**src/rtl/i2c_seq_pkg.sv**
```systemverilog
// Shared types and constants for the I2C request sequencer.
// Command entry layout, FSM states and bus bit positions.
package i2c_seq_pkg;

  typedef enum logic [1:0] {
    S_IDLE,
    S_REQ,
    S_XFER,
    S_FINISH
  } seq_state_e;

  localparam int unsigned BITS_PER_XFER = 18;
  localparam int unsigned ADDR_ACK_BIT  = 9;

  localparam int unsigned CMD_DATA_W = 8;
  localparam int unsigned CMD_ADDR_W = 7;

  typedef struct packed {
    logic                  op;
    logic                  restart;
    logic [CMD_ADDR_W-1:0] addr;
    logic [CMD_DATA_W-1:0] data;
  } cmd_t;

endpackage

```
**src/rtl/i2c_request_sequencer_fifo.sv**
```systemverilog
// Synchronous command FIFO with occupancy count.
// Full is derived from the registered count, so a pop frees a slot next cycle.
module i2c_cmd_fifo
  import i2c_seq_pkg::*;
#(
  parameter int unsigned DEPTH = 4,
  parameter type         T     = cmd_t
) (
  input  logic                     clk,
  input  logic                     rst_n,
  input  logic                     push,
  input  T                         wr_data,
  input  logic                     pop,
  output T                         rd_data,
  output logic [$clog2(DEPTH):0]   count,
  output logic                     full,
  output logic                     empty
);

  localparam int unsigned AW = $clog2(DEPTH);
  localparam int unsigned CW = AW + 1;

  T             mem_q [DEPTH];
  logic [AW-1:0] wr_ptr_q, wr_ptr_d;
  logic [AW-1:0] rd_ptr_q, rd_ptr_d;
  logic [CW-1:0] count_q, count_d;
  logic          do_push;
  logic          do_pop;

  assign full    = (count_q == CW'(DEPTH));
  assign empty   = (count_q == '0);
  assign count   = count_q;
  assign rd_data = mem_q[rd_ptr_q];
  assign do_push = push && !full;
  assign do_pop  = pop && !empty;

  always_comb begin
    wr_ptr_d = wr_ptr_q;
    rd_ptr_d = rd_ptr_q;
    count_d  = count_q;
    if (do_push) wr_ptr_d = wr_ptr_q + AW'(1);
    if (do_pop)  rd_ptr_d = rd_ptr_q + AW'(1);
    if (do_push && !do_pop)
      count_d = count_q + CW'(1);
    else if (!do_push && do_pop)
      count_d = count_q - CW'(1);
  end

  always_ff @(posedge clk or negedge rst_n) begin
    if (!rst_n) begin
      wr_ptr_q <= '0;
      rd_ptr_q <= '0;
      count_q  <= '0;
    end else begin
      wr_ptr_q <= wr_ptr_d;
      rd_ptr_q <= rd_ptr_d;
      count_q  <= count_d;
    end
  end

  always_ff @(posedge clk) begin
    if (do_push) mem_q[wr_ptr_q] <= wr_data;
  end

endmodule

```
**src/rtl/i2c_request_sequencer.sv**
```systemverilog
// Command sequencer in front of the I2C core: queues host commands,
// issues them one at a time and tracks completion from the observed bus.
module i2c_request_sequencer
  import i2c_seq_pkg::*;
#(
  parameter int unsigned DATA_WIDTH     = 8,
  parameter int unsigned ADDR_WIDTH     = 7,
  parameter int unsigned FIFO_DEPTH     = 4,
  parameter int unsigned TIMEOUT_CYCLES = 2000
) (
  input  logic                  clk,
  input  logic                  rst_n,
  input  logic                  cmd_valid,
  output logic                  cmd_ready,
  input  logic                  cmd_op,
  input  logic [ADDR_WIDTH-1:0] cmd_addr,
  input  logic [DATA_WIDTH-1:0] cmd_data,
  input  logic                  cmd_restart,
  output logic                  rsp_valid,
  output logic [DATA_WIDTH-1:0] rsp_data,
  output logic                  rsp_error,
  output logic [DATA_WIDTH-1:0] controller_data_req,
  output logic [ADDR_WIDTH-1:0] controller_addr_req,
  output logic                  controller_operation_req,
  output logic                  controller_restart_req,
  output logic                  controller_valid_req,
  output logic                  error_signal,
  input  logic [DATA_WIDTH-1:0] controller_data_rsp,
  input  logic                  scl_in,
  input  logic                  sda_in,
  output logic                  busy
);

  typedef struct packed {
    logic                  op;
    logic                  restart;
    logic [ADDR_WIDTH-1:0] addr;
    logic [DATA_WIDTH-1:0] data;
  } entry_t;

  localparam int unsigned TW = $clog2(TIMEOUT_CYCLES + 1);
  localparam int unsigned CW = $clog2(FIFO_DEPTH) + 1;

  entry_t        wr_entry;
  entry_t        rd_entry;
  logic [CW-1:0] fifo_count;
  logic          fifo_full;
  logic          fifo_empty;
  logic          fifo_pop;

  assign wr_entry = '{op: cmd_op, restart: cmd_restart,
                      addr: cmd_addr, data: cmd_data};

  i2c_cmd_fifo #(
    .DEPTH (FIFO_DEPTH),
    .T     (entry_t)
  ) u_fifo (
    .clk     (clk),
    .rst_n   (rst_n),
    .push    (cmd_valid),
    .wr_data (wr_entry),
    .pop     (fifo_pop),
    .rd_data (rd_entry),
    .count   (fifo_count),
    .full    (fifo_full),
    .empty   (fifo_empty)
  );

  assign cmd_ready = !fifo_full;

  // Idle bus is high, so sync flops reset to 1 to avoid a phantom edge.
  logic scl_s1_q, scl_s2_q, scl_p_q;
  logic sda_s1_q, sda_s2_q, sda_p_q;

  always_ff @(posedge clk or negedge rst_n) begin
    if (!rst_n) begin
      scl_s1_q <= 1'b1;
      scl_s2_q <= 1'b1;
      scl_p_q  <= 1'b1;
      sda_s1_q <= 1'b1;
      sda_s2_q <= 1'b1;
      sda_p_q  <= 1'b1;
    end else begin
      scl_s1_q <= scl_in;
      scl_s2_q <= scl_s1_q;
      scl_p_q  <= scl_s2_q;
      sda_s1_q <= sda_in;
      sda_s2_q <= sda_s1_q;
      sda_p_q  <= sda_s2_q;
    end
  end

  logic scl_rise;
  logic start_det;
  logic stop_det;
  logic bus_edge;

  assign scl_rise  = scl_s2_q && !scl_p_q;
  assign start_det = scl_s2_q && scl_p_q && sda_p_q && !sda_s2_q;
  assign stop_det  = scl_s2_q && scl_p_q && !sda_p_q && sda_s2_q;
  assign bus_edge  = (scl_s2_q ^ scl_p_q) | (sda_s2_q ^ sda_p_q);

  seq_state_e            state_q, state_d;
  logic [4:0]            bit_cnt_q, bit_cnt_d;
  logic [TW-1:0]         timer_q, timer_d;
  logic                  err_q, err_d;
  logic                  req_op_q, req_op_d;
  logic                  req_rst_q, req_rst_d;
  logic [ADDR_WIDTH-1:0] req_addr_q, req_addr_d;
  logic [DATA_WIDTH-1:0] req_data_q, req_data_d;
  logic                  req_vld_q, req_vld_d;
  logic                  rsp_vld_q, rsp_vld_d;
  logic [DATA_WIDTH-1:0] rsp_data_q, rsp_data_d;
  logic                  rsp_err_q, rsp_err_d;
  logic                  err_sig_q, err_sig_d;
  logic                  complete;
  logic                  active;
  logic                  timeout;
  logic [4:0]            bit_nxt;

  assign active  = (state_q != S_IDLE);
  assign timeout = active && (timer_q == TW'(TIMEOUT_CYCLES - 1));
  assign bit_nxt = bit_cnt_q + 5'd1;

  always_comb begin
    state_d    = state_q;
    bit_cnt_d  = bit_cnt_q;
    err_d      = err_q;
    req_op_d   = req_op_q;
    req_rst_d  = req_rst_q;
    req_addr_d = req_addr_q;
    req_data_d = req_data_q;
    req_vld_d  = req_vld_q;
    rsp_vld_d  = 1'b0;
    rsp_data_d = '0;
    rsp_err_d  = 1'b0;
    err_sig_d  = 1'b0;
    fifo_pop   = 1'b0;
    complete   = 1'b0;
    timer_d    = '0;

    if (timeout) begin
      err_sig_d = 1'b1;
      rsp_vld_d = 1'b1;
      rsp_err_d = 1'b1;
      req_vld_d = 1'b0;
      state_d   = S_IDLE;
    end else begin
      unique case (state_q)
        S_IDLE: begin
          if (!fifo_empty) begin
            fifo_pop   = 1'b1;
            req_op_d   = rd_entry.op;
            req_rst_d  = rd_entry.restart;
            req_addr_d = rd_entry.addr;
            req_data_d = rd_entry.data;
            req_vld_d  = 1'b1;
            err_d      = 1'b0;
            state_d    = S_REQ;
          end
        end
        S_REQ: begin
          if (start_det) begin
            bit_cnt_d = '0;
            state_d   = S_XFER;
          end
        end
        S_XFER: begin
          if (scl_rise) begin
            bit_cnt_d = bit_nxt;
            if (bit_nxt == 5'(ADDR_ACK_BIT) && sda_s2_q) begin
              err_sig_d = 1'b1;
              err_d     = 1'b1;
              req_vld_d = 1'b0;
              state_d   = S_FINISH;
            end else if (bit_nxt == 5'(BITS_PER_XFER)) begin
              if (req_rst_q) complete = 1'b1;
              else           state_d  = S_FINISH;
            end
          end
        end
        S_FINISH: begin
          if (stop_det) complete = 1'b1;
        end
      endcase

      if (complete) begin
        rsp_vld_d  = 1'b1;
        rsp_err_d  = err_q;
        rsp_data_d = (req_op_q && !err_q) ? controller_data_rsp : '0;
        req_vld_d  = 1'b0;
        state_d    = S_IDLE;
      end
    end

    // Any bus activity or state change restarts the watchdog.
    if (active && (state_d == state_q) && !bus_edge)
      timer_d = timer_q + TW'(1);
  end

  always_ff @(posedge clk or negedge rst_n) begin
    if (!rst_n) begin
      state_q    <= S_IDLE;
      bit_cnt_q  <= '0;
      timer_q    <= '0;
      err_q      <= 1'b0;
      req_op_q   <= 1'b0;
      req_rst_q  <= 1'b0;
      req_addr_q <= '0;
      req_data_q <= '0;
      req_vld_q  <= 1'b0;
      rsp_vld_q  <= 1'b0;
      rsp_data_q <= '0;
      rsp_err_q  <= 1'b0;
      err_sig_q  <= 1'b0;
    end else begin
      state_q    <= state_d;
      bit_cnt_q  <= bit_cnt_d;
      timer_q    <= timer_d;
      err_q      <= err_d;
      req_op_q   <= req_op_d;
      req_rst_q  <= req_rst_d;
      req_addr_q <= req_addr_d;
      req_data_q <= req_data_d;
      req_vld_q  <= req_vld_d;
      rsp_vld_q  <= rsp_vld_d;
      rsp_data_q <= rsp_data_d;
      rsp_err_q  <= rsp_err_d;
      err_sig_q  <= err_sig_d;
    end
  end

  assign controller_data_req      = req_data_q;
  assign controller_addr_req      = req_addr_q;
  assign controller_operation_req = req_op_q;
  assign controller_restart_req   = req_rst_q;
  assign controller_valid_req     = req_vld_q;
  assign rsp_valid                = rsp_vld_q;
  assign rsp_data                 = rsp_data_q;
  assign rsp_error                = rsp_err_q;
  assign error_signal             = err_sig_q;
  assign busy = active || (fifo_count != '0);

endmodule

```
**config.mk**
```make
export PLATFORM = sky130hd
export DESIGN_NAME = i2c_request_sequencer
export DESIGN_NICKNAME = d
export VERILOG_FILES = /design/src/rtl/i2c_seq_pkg.sv /design/src/rtl/i2c_request_sequencer_fifo.sv /design/src/rtl/i2c_request_sequencer.sv
export SDC_FILE = /design/constraint.sdc
export NUM_CORES = 1
export LEC_CHECK = 0
export ABC_CLOCK_PERIOD_IN_PS = 5600
export CAP_MARGIN = 15
export CORE_ASPECT_RATIO = 1.25
export CORE_MARGIN = 2
export CORE_UTILIZATION = 60
export CTS_CLUSTER_SIZE = 14
export DETAILED_ROUTE_END_ITERATION = 12
export GPL_TIMING_DRIVEN = 0
export PLACE_DENSITY = 0.8
export SLEW_MARGIN = 20
export SYNTH_ARGS = -nofsm -noshare
export SYNTH_HDL_FRONTEND = slang
export SYNTH_SLANG_ARGS = --single-unit
```
**constraint.sdc**
```tcl
create_clock -name clk -period 5.6 [get_ports clk]
set_input_delay 1.12 -clock clk [delete_from_list [all_inputs] [get_ports clk]]
set_output_delay 1.12 -clock clk [all_outputs]
set_load 0.01 [all_outputs]
```
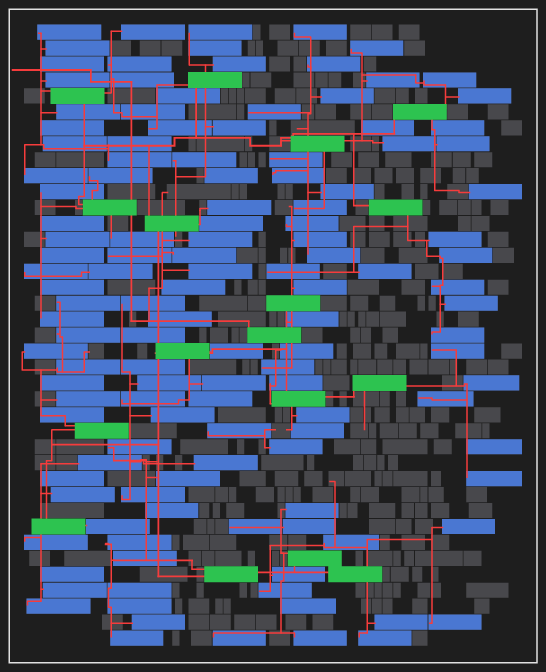
clk_routes.png
[red] clock wires | length: 1450 um
[green] clock drivers | count: 17
[blue] flip-flops | count: 129
flops lie: spread over the die

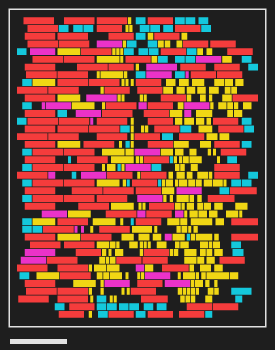
placement_by_type.png
Bar = 20 um.
| color | class | cells |
|---|---|---|
| red | sequential cells | 129 |
| cyan | remaining buffers and delay cells | 74 |
| magenta | clock drivers and dummy loads | 32 |
| yellow | combinational and other logic | 236 |

==> flow_summary_export.csv <==
group,metric,value,unit
grt,grt_util_met1,0.2629,
clock_network,cts.repair_timing.setup_buffer_count,0,
setup_path,timing.critical_path.depth,4,
synthesis,library_cell_with_the_highest_instance_count_after_synthesis,"sky130_fd_sc_hd__edfxtp_1",
detailed_routing,firstDrtPassIters,4,
grt,grt_antenna_before_repair,0,
layout,inverters_excl_clock,13,
floorplanning,floorplanUtilization,0.6112,
setup_path,worstPathBufferInverterCount,2,
timing,grt_setup_unrepaired,"no",
synthesis,xor_share,0.03152,
power_and_ir_drop,cell_internal_pwr,2382,uW
synthesis,synthCells,378,
clock_network,cts_hold_buffers,0,
synthesis,yosysCellCount,378,
grt,grt_most_used_layer,"met2",
power_and_ir_drop,power.largest_group,"sequential cells",
grt,groute.layer.met2.usage,0.3833,
clock_network,worst_skew_pair.late_latency,410,ps
synthesis,ys.flops,129,
layout,clockNetworkAreaShare,0.08600,
setup_path,crit_type,"reg2out",
detailed_routing,antenna_left,0,
layout,final-nonclk-buf-share,0.1011,
detailed_routing,routed.top_layer,"met4",
synthesis,yosys_warnings,0,
floorplanning,core,9027,sq um
setup_path,crit_path_max_fanout,8,
synthesis,post_synth_mux_area_share,0.07596,
detailed_routing,post_drt_via_cell_ratio,5.503,
power_and_ir_drop,pwr-share-comb,0.297,
timing,max_clock_freq,0.3269,GHz
power_and_ir_drop,leakage,0.002739,uW
grt,grt-ovfl-total,0,
setup_path,slowest_delay,490,ps
grt,grt_util_met3,0.05846,
layout,sequential_cell_area_in_the_final_layout,3576,sq um
grt,grt_max_degree,37,
synthesis,post_synthesis_cell_area,5518,sq um
layout,n_antenna_cell,0,
power_and_ir_drop,net-switching-power,1057,uW
layout,mostFrequentLayoutCell,"sky130_fd_sc_hd__edfxtp_1",
clock_network,cts.reportedPaths.clkPinSlew,50,ps
floorplanning,die_h,111.2,um
power_and_ir_drop,design_power_total,3439,uW
power_and_ir_drop,power_density,499.8,nW/um^2
power_and_ir_drop,power.share.clock,0.316,
setup_path,rr_endpoint,"u_fifo.count[2]",
clock_network,cts_root_buffer,"sky130_fd_sc_hd__clkbuf_16",
synthesis,syn_nets,425,
synthesis,yosys.area_share.simple,0.1404,
layout,area.combinational,1813,sq um
grt,track_usage,0.2218,
synthesis,synthTopCellsByCount,"sky130_fd_sc_hd__edfxtp_1 (68), sky130_fd_sc_hd__nand2_1 (63), sky130_fd_sc_hd__dfrtp_1 (55)",
detailed_routing,wirelength,10300,um
layout,sequential_cell_total,129,
setup_path,worst_r2r_path_depth,11,
setup_path,minimum_setup_slack_among_reg_to_reg_paths,2620,ps
synthesis,synth-edff-count,68,
setup_path,worst_path_dominant_cell_family,"buffers and inverters",
grt,first_pass_grt_wire_length,16970,um
synthesis,synth-seq-area-share,0.6481,
timing,setup_total_negative_slack,0,ps
setup_path,regToRegStartpoint,"state_q[0]",
placement,post-dp-hpwl,6850,um
layout,num-multi-input-gates,223,
timing,slew_worst_pin,903.2,ps
layout,finish.instance_area,6882,sq um
layout,comb-cell-share,0.2635,
setup_path,critical_path.cell_chain,"inv_1, ha_1, nand2_1, clkdlybuf4s50_1",
detailed_routing,wire_per_inst,17.34,um
synthesis,netlist_logic_family_top,"simple AND/OR/NAND/NOR gates",
synthesis,synthAoiAreaFrac,0.04082,
timing,finalHoldViolations,0,
detailed_routing,route.vias.total,3269,
power_and_ir_drop,sequentialPowerShare,0.387,
clock_network,tritoncts,"yes",
outcome,outcome,"completed",
synthesis,synth-area-yosys,5518,sq um
timing,finalCritPeriodShare,0.5462,
layout,layout.cells.most_common_list,"sky130_fd_sc_hd__edfxtp_1 (68), sky130_fd_sc_hd__nand2_1 (63), sky130_fd_sc_hd__clkdlybuf4s50_1 (59), sky130_fd_sc_hd__dfrtp_1 (55)",
synthesis,yosys.area_share.adder,0.03991,
timing,final-setup-viol-count,0,
floorplanning,die-area,9984,sq um
detailed_routing,remaining_drc_errors,0,
detailed_routing,drc_violation_total_after_the_first_tritonroute_iteration,213,
synthesis,synth.top_cells.by_area,"sky130_fd_sc_hd__edfxtp_1 (37%), sky130_fd_sc_hd__dfrtp_1 (25%), sky130_fd_sc_hd__mux4_2 (6.9%)",
placement,io_buffer_count,60,
layout,synthToLayoutAreaGrowth,24.72,%
placement,gp_congestion,0.8709,
layout,instances_no_fill,594,
floorplanning,top_level_ports,61,
layout,largestClassByArea,"registers",
layout,seq_area_frac,0.5196,
clock_network,cts_htree_levels,4,
floorplanning,die-width,89.78,um
floorplanning,core.rowCount,39,
layout,n_fill_cell,530,
synthesis,area_share_top_type,0.3701,
placement,postPlaceCellArea,6290,sq um
clock_network,post_cts.resized_instances,0,
layout,final_core_utilization,0.7623,
layout,nonClockBufferCount,74,
timing,final_layout_worst_hold_slack,357.9,ps
detailed_routing,wl_met3,469,um
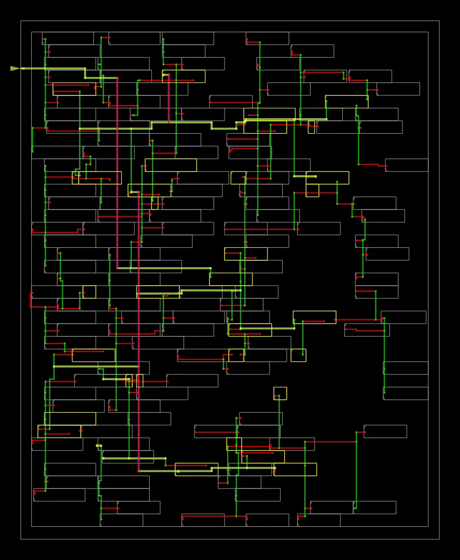
clocks.png
P_clk: 1090 uW
# clock sinks: 129
worst-case clock skew: 10.36 ps
clock buffer count from CTS: 17
number of clock buffer instances in the layout: 17

## how the worst min path moves through the flow
stage	startpoint	to	slack (ps)	depth (start not counted)
finish	scl_s1_q	scl_s2_q	360	0
global route	sda_s1_q	sda_s2_q	360	0
CTS	sda_s1_q	sda_s2_q	360	0
detailed placement	scl_s1_q	scl_s2_q	350	0
global placement	sda_s1_q	sda_s2_q	350	0
floorplan	scl_s1_q	scl_s2_q	350	0
## state kept, by name (all words and copies together) (netlist names), 2 cells and up
signal / flops
u_fifo.mem_q: 68
state_q: 2
u_fifo.wr_ptr_q: 2
rsp_data: 8
u_fifo.count: 3
controller_addr_req: 7
timer_q: 11
bit_cnt_q: 5
controller_data_req: 8
u_fifo.rd_ptr_q: 2
Power and IR drop assume default switching activity.
